--- config.mk ---
export PLATFORM = sky130hd
export DESIGN_NAME = lab2_proc_mem_arbiter
export DESIGN_NICKNAME = d
export VERILOG_FILES = /design/src/rtl/lab2_proc_mem_arbiter.sv
export SDC_FILE = /design/constraint.sdc
export NUM_CORES = 1
export LEC_CHECK = 0
export CELL_PAD_IN_SITES_DETAIL_PLACEMENT = 0
export CELL_PAD_IN_SITES_GLOBAL_PLACEMENT = 1
export CORE_UTILIZATION = 13
export DETAILED_ROUTE_END_ITERATION = 16
export PLACE_DENSITY = 0.81
export SLEW_MARGIN = 20
export SYNTH_ARGS = -nofsm -noshare
export SYNTH_HDL_FRONTEND = slang
export SYNTH_SLANG_ARGS = --single-unit
--- constraint.sdc ---
create_clock -name clk -period 2.8 [get_ports clk]
set_clock_uncertainty 0.1 [all_clocks]
set_input_delay 0.56 -clock clk [delete_from_list [all_inputs] [get_ports clk]]
set_output_delay 0.56 -clock clk [all_outputs]
set_load 0.02 [all_outputs]
--- src/rtl/lab2_proc_mem_arbiter.sv ---
// Round-robin I/D arbiter onto one in-order memory port with a tag FIFO.
// Optional squash-drop of fetch responses: LAB2_PROC_MEM_ARB_IDROP_EN.
module lab2_proc_mem_arbiter #(
   parameter int p_max_inflight = 4
) (
   input  logic        clk,
   input  logic        reset,
`ifdef LAB2_PROC_MEM_ARB_IDROP_EN
   input  logic        idrop,
`endif
   input  logic        ireq_val,
   output logic        ireq_rdy,
   input  logic [31:0] ireq_addr,
   input  logic        dreq_val,
   output logic        dreq_rdy,
   input  logic        dreq_type,
   input  logic [31:0] dreq_addr,
   input  logic [31:0] dreq_data,
   output logic        mreq_val,
   input  logic        mreq_rdy,
   output logic        mreq_type,
   output logic [31:0] mreq_addr,
   output logic [31:0] mreq_data,
   input  logic        mresp_val,
   output logic        mresp_rdy,
   input  logic [31:0] mresp_data,
   output logic        iresp_val,
   input  logic        iresp_rdy,
   output logic        dresp_val,
   input  logic        dresp_rdy,
   output logic [31:0] resp_data,
   output logic [4:0]  inflight,
   output logic        err
);

   typedef enum logic {
      TAG_I = 1'b0,
      TAG_D = 1'b1
   } tag_e;

   localparam int PW = (p_max_inflight > 1) ? $clog2(p_max_inflight) : 1;
   localparam logic [PW-1:0] LAST_IDX = PW'(p_max_inflight - 1);
   localparam logic [4:0] MAX_CNT = 5'(p_max_inflight);

   logic [p_max_inflight-1:0] tag_q, tag_d;
   logic [PW-1:0] wr_ptr_q, wr_ptr_d;
   logic [PW-1:0] rd_ptr_q, rd_ptr_d;
   logic [4:0]    cnt_q, cnt_d;
   tag_e          last_q, last_d;
   logic          err_q, err_d;

   logic fifo_full;
   logic fifo_empty;
   logic can_issue;
   tag_e grant;
   tag_e head;
   logic push;
   logic pop;
   logic drop;

   assign fifo_full  = (cnt_q == MAX_CNT);
   assign fifo_empty = (cnt_q == 5'd0);
   assign head       = tag_e'(tag_q[rd_ptr_q]);
   assign inflight   = cnt_q;
   assign err        = err_q;

   // Request side: grant is combinational, priority comes from last_q.
   always_comb begin
      can_issue = mreq_rdy & ~fifo_full;
      grant     = TAG_I;
      if (ireq_val & dreq_val) begin
         grant = (last_q == TAG_I) ? TAG_D : TAG_I;
      end else if (dreq_val) begin
         grant = TAG_D;
      end
      mreq_val  = (ireq_val | dreq_val) & ~fifo_full;
      ireq_rdy  = (grant == TAG_I) & can_issue;
      dreq_rdy  = (grant == TAG_D) & can_issue;
      mreq_type = 1'b0;
      mreq_addr = ireq_addr;
      mreq_data = '0;
      if (grant == TAG_D) begin
         mreq_type = dreq_type;
         mreq_addr = dreq_addr;
         mreq_data = dreq_data;
      end
      push = mreq_val & mreq_rdy;
   end

   // Response side: the head tag steers the memory response.
   always_comb begin
      iresp_val = 1'b0;
      dresp_val = 1'b0;
      mresp_rdy = 1'b0;
      resp_data = mresp_data;
      if (!fifo_empty) begin
         if (drop) begin
            mresp_rdy = 1'b1;
         end else if (head == TAG_I) begin
            iresp_val = mresp_val;
            mresp_rdy = iresp_rdy;
         end else begin
            dresp_val = mresp_val;
            mresp_rdy = dresp_rdy;
         end
      end
      pop = mresp_val & mresp_rdy;
   end

   always_comb begin
      tag_d    = tag_q;
      wr_ptr_d = wr_ptr_q;
      rd_ptr_d = rd_ptr_q;
      last_d   = last_q;
      err_d    = err_q | (mresp_val & fifo_empty);
      if (push) begin
         tag_d[wr_ptr_q] = grant;
         wr_ptr_d = (wr_ptr_q == LAST_IDX) ? '0 : wr_ptr_q + 1'b1;
         last_d   = grant;
      end
      if (pop) begin
         rd_ptr_d = (rd_ptr_q == LAST_IDX) ? '0 : rd_ptr_q + 1'b1;
      end
      unique case ({push, pop})
         2'b10:   cnt_d = cnt_q + 5'd1;
         2'b01:   cnt_d = cnt_q - 5'd1;
         default: cnt_d = cnt_q;
      endcase
   end

   always_ff @(posedge clk) begin
      if (reset) begin
         tag_q    <= '0;
         wr_ptr_q <= '0;
         rd_ptr_q <= '0;
         cnt_q    <= '0;
         last_q   <= TAG_I;
         err_q    <= 1'b0;
      end else begin
         tag_q    <= tag_d;
         wr_ptr_q <= wr_ptr_d;
         rd_ptr_q <= rd_ptr_d;
         cnt_q    <= cnt_d;
         last_q   <= last_d;
         err_q    <= err_d;
      end
   end

`ifdef LAB2_PROC_MEM_ARB_IDROP_EN
   logic [4:0] icnt_q, icnt_d;
   logic [4:0] drop_cnt_q, drop_cnt_d;

   assign drop = (drop_cnt_q != 5'd0) & ~fifo_empty & (head == TAG_I);

   // A squash covers every fetch still owed, including one issued this cycle.
   always_comb begin
      icnt_d = icnt_q;
      if (push & (grant == TAG_I)) begin
         icnt_d = icnt_d + 5'd1;
      end
      if (pop & (head == TAG_I)) begin
         icnt_d = icnt_d - 5'd1;
      end
      drop_cnt_d = drop_cnt_q;
      if (idrop) begin
         drop_cnt_d = icnt_d;
      end else if (drop & pop) begin
         drop_cnt_d = drop_cnt_q - 5'd1;
      end
   end

   always_ff @(posedge clk) begin
      if (reset) begin
         icnt_q     <= '0;
         drop_cnt_q <= '0;
      end else begin
         icnt_q     <= icnt_d;
         drop_cnt_q <= drop_cnt_d;
      end
   end
`else
   assign drop = 1'b0;
`endif

endmodule

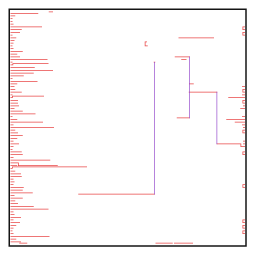
run_1/wires.png
(2 px per µm) Only two layers are drawn.
[red] metal 3 | wire length: 707 µm
[purple] metal 4 | wire length: 122 µm

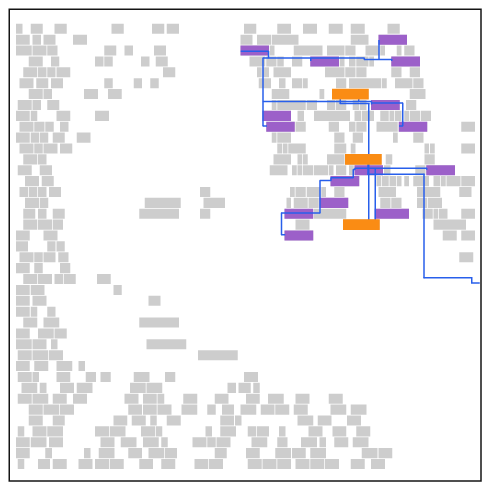
run_1/clk_routes.png
(4 px per µm)
[orange] clock drivers | count: 3
[blue] clock wires | length: 290 µm
[purple] flip-flops | count: 15
routed clock nets: 4

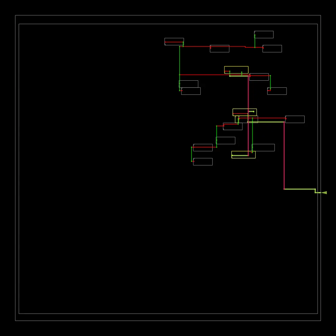
run_1/clocks.png
clk_lat worst skew: 0.25 ns
total clock sinks: 15
clk pwr: 288 µW
CTS buffer count: 3
flip-flops: 15

==> results_dict.tcl, run 1 <==
# place-and-route summary
set metrics [dict create \
    leakage_uw 0.00177 \
    dieArea_um2 13800 \
    ant_nets 0 \
    numPortBuffers 181 \
    drive_above_1_share 0.278 \
    worst_hold_path_type "reg2reg" \
    cpPeakStageDelay_ns 0.56 \
    first_global_vias 2271 \
    cts_buffer_depth 2 \
    holdPathEnd "err$_SDFF_PP0_" \
    xor_share 0.0101 \
    n_antenna_cell 0 \
    hold_violations 0 \
    synthTopCellsByCount "and2_1, buf_4, mux2_2" \
    grt_use_total 0.106 \
    firstDrtPassIters 4 \
    aoi_share 0.0728 \
    required_ns 2.84 \
    floorplan.nets 353 \
    ys_sh_mux 0.269 \
    most_common_cell "and2_1" \
    outcome "finished with violations" \
    layout_setup_ws_ns -0.228 \
    p_per_area_nw_per_um2 371 \
    max_freq_mhz 330 \
    netlist_area_um2 1740 \
    cts_root_buf "clkbuf_16" \
    r2r-end "inflight[4]$_SDFFE_PP0P_" \
    postCtsSetupRepairBufs 8 \
    cts_tree "yes" \
    vias_per_cell 3.76 \
    nets 544 \
    synth-simple-area-share 0.221 \
    yosysWarnings 0 \
    ys_top_logic_family "multiplexers" \
    fillers 1368 \
    edf_count 0 \
    end_kind "flop" \
    dpl_cell_area_um2 3750 \
    layout_top_cell "clkdlybuf4s50_1" \
    drv_slew 0 \
    finalSetupViolCount 1 \
    ys_cells 206 \
    grt_remaining_overflow 0 \
    syn_inst 206 \
    violations "setup timing" \
    drt_drc_violations_left 0 \
    area_leaders "dfxtp_1, buf_4, mux2_2" \
]
## run 1: report_power, final
part	total, µW	internal [µW]	switching (µW)
sequential	265	242	23.5
combinational	915	509	406
clock	288	193	94.3
## run 1: worst max-delay path: cells and delay by family, from the launching register on
| kind | cells | cell delay [ns] |
|---|---|---|
| adders and majority gates | 2 | 0.53 |
| and+or+nand+nor | 4 | 0.73 |
| buffers and inverters | 1 | 0.04 |
| DFF | 1 | 0.35 |
| AOI/OAI and AO/OA | 1 | 0.07 |
| muxes | 3 | 1.10 |
## run 1: layer usage
| layer | wire length, µm | vias up | GRT usage |
|---|---|---|---|
| met5 | 0 | - | 0 |
| met4 | 122 | 0 | 0.0280 |
| met3 | 706 | 7 | 0.0344 |
| met2 | 4010 | 117 | 0.202 |
| met1 | 2750 | 976 | 0.110 |
| li1 | - | 1033 | - |
## run 1: through the flow
stage	TNS (ns)	instances	hold WS [ns]
finish	-0.228	568	0.387
global route	-0.329	568	0.425
CTS	-0.280	566	0.386
detailed placement	-22.69	550	0.373
global placement	-20.56	550	0.346
floorplan	-0.155	206	0.358
## run 1: final cells by class
| class | count | area [µm²] | share of cell area |
|---|---|---|---|
| Clock buffer | 4 | 78.8 | 0.0200 |
| Inverter | 8 | 30.0 | 0.00760 |
| Tap cell | 172 | 215 | 0.0545 |
| Sequential cell | 15 | 304 | 0.0770 |
| Multi-Input combinational cell | 142 | 1190 | 0.300 |
| Timing Repair Buffer | 227 | 2140 | 0.541 |
## run 1: state kept, by name, indices dropped and copies added (netlist names)
name and count:
tag_q 4, rd_ptr_q 2, inflight 5, wr_ptr_q 2, last_q 1, err 1
--- run 2 (diff from run 1) ---
--- a/config.mk
+++ b/config.mk
@@ -9,7 +9,9 @@
 export CELL_PAD_IN_SITES_GLOBAL_PLACEMENT = 1
 export CORE_UTILIZATION = 13
 export DETAILED_ROUTE_END_ITERATION = 16
+export GPL_TIMING_DRIVEN = 0
 export PLACE_DENSITY = 0.81
+export SETUP_SLACK_MARGIN = 0.4
 export SLEW_MARGIN = 20
 export SYNTH_ARGS = -nofsm -noshare
 export SYNTH_HDL_FRONTEND = slang
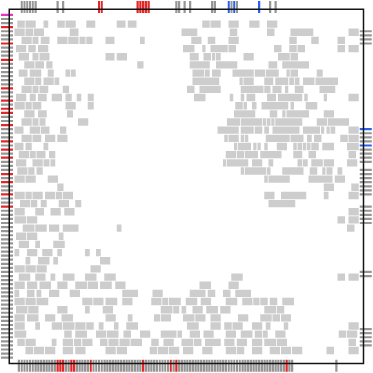
run_2/io_placement.png
(3 px per µm) Pins as bars across the die edge, other pins in grey.
[red] `mreq_data` | pins: 32 | direction: output | edge: 15 left, 10 bottom, 7 top
[blue] `inflight` | pins: 5 | direction: output | edge: 3 top, 2 right
[magenta] `dreq_rdy` | pins: 1 | direction: output | edge: left
all pins by edge: 101 bottom, 85 left, 32 right, 28 top

==> results_dict.tcl, run 2 <==
# place-and-route summary
set metrics [dict create \
    dp_cells 591 \
    swShare 0.374 \
    seqPwrFrac 0.185 \
    ant_nets 0 \
    outcome "finished with violations" \
    first_global_vias 2393 \
    pg_comb_uw 1010 \
    max_freq_mhz 337 \
    end_kind "flop" \
    hold_slack_ns 0.375 \
    hold_violations 0 \
    numPortBuffers 213 \
    cpPeakStageDelay_ns 0.56 \
    layout_setup_ws_ns -0.170 \
    violations "setup timing" \
    critPathTopFamily "multiplexers" \
    drive_above_1_share 0.358 \
    nets 595 \
    drv_slew 0 \
    p_int_uw 991 \
    floorplan.nets 353 \
    finalSetupViolCount 1 \
]
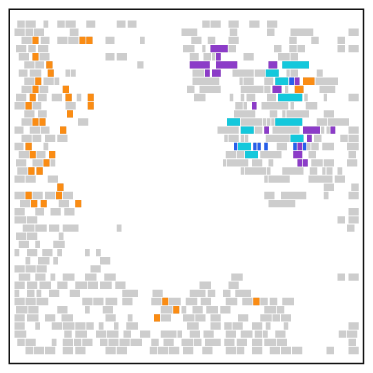
run_2/logic_types.png
(3 px per µm)
[purple] inverting AOI/OAI gates | cells: 18 | most used: a21oi_1 | where: top right
[orange] AND and OR gates | cells: 36 | most used: and2_1
[cyan] adder and majority cells | cells: 10 | most used: ha_1
[blue] NAND gates | cells: 7 | most used: nand2_1 | where: right middle

==> run 2: cell counts after synthesis <==
Identical to the previous run, type by type.
==> run 2: cell families after synthesis <==
kind of cell / count (synthesis) / synth area share
buffers and inverters: 49 / 0.177
DFF: 15 / 0.173
muxes: 41 / 0.269
and+or+nand+nor: 70 / 0.221
adders and majority gates: 10 / 0.0764
xor gates and xnor gates: 2 / 0.0101
AOI/OAI and AO/OA: 19 / 0.0728
==> run 2: area by class of cell <==
type,count,area [µm²],area share
Buffer,41,333,0.0758
Clock buffer,3,75.1,0.0171
Clock inverter,1,5.00,0.00114
Inverter,8,30.0,0.00684
Multi-Input combinational cell,142,1260,0.287
Sequential cell,15,308,0.0701
Tap cell,172,215,0.0490
Timing Repair Buffer,237,2160,0.493
==> run 2: per-layer routing <==
layer | track usage | part of all wire | vias up
met3 | 0.0368 | 0.092 | 8
met1 | 0.104 | 0.34 | 1027
met2 | 0.219 | 0.54 | 128
li1 | - | - | 1135
met4 | 0.0417 | 0.025 | 0
met5 | 0 | 0 | -
==> run 2: metrics by stage <==
step | power [µW] | TNS (ns)
floorplan | 733 | -0.155
global placement | 1180 | -44.04
detailed placement | 1180 | -48.72
CTS | 1530 | -0.170
global route | 1670 | -0.266
finish | 1580 | -0.170
==> run 2: worst register-to-register path, cell delays in order, from the launching register on <==
cell and delay [ns]:
dfxtp_4 0.35, mux4_2 0.56, mux2i_4 0.23, nor2_4 0.13
ha_4 0.17, inv_2 0.04, fa_2 0.33, nor2b_2 0.15
o21ai_2 0.07, nand3_1 0.07, or3b_1 0.36, mux2_4 0.30
==> run 2: what timing repair did <==
item	4_1_cts	5_1_grt
setup buffers	15	9
gates resized	208	55
gates cloned	0	0
pin swaps	7	9
setup endpoints to repair	76	46
Power is estimated from default activity; no workload was simulated.
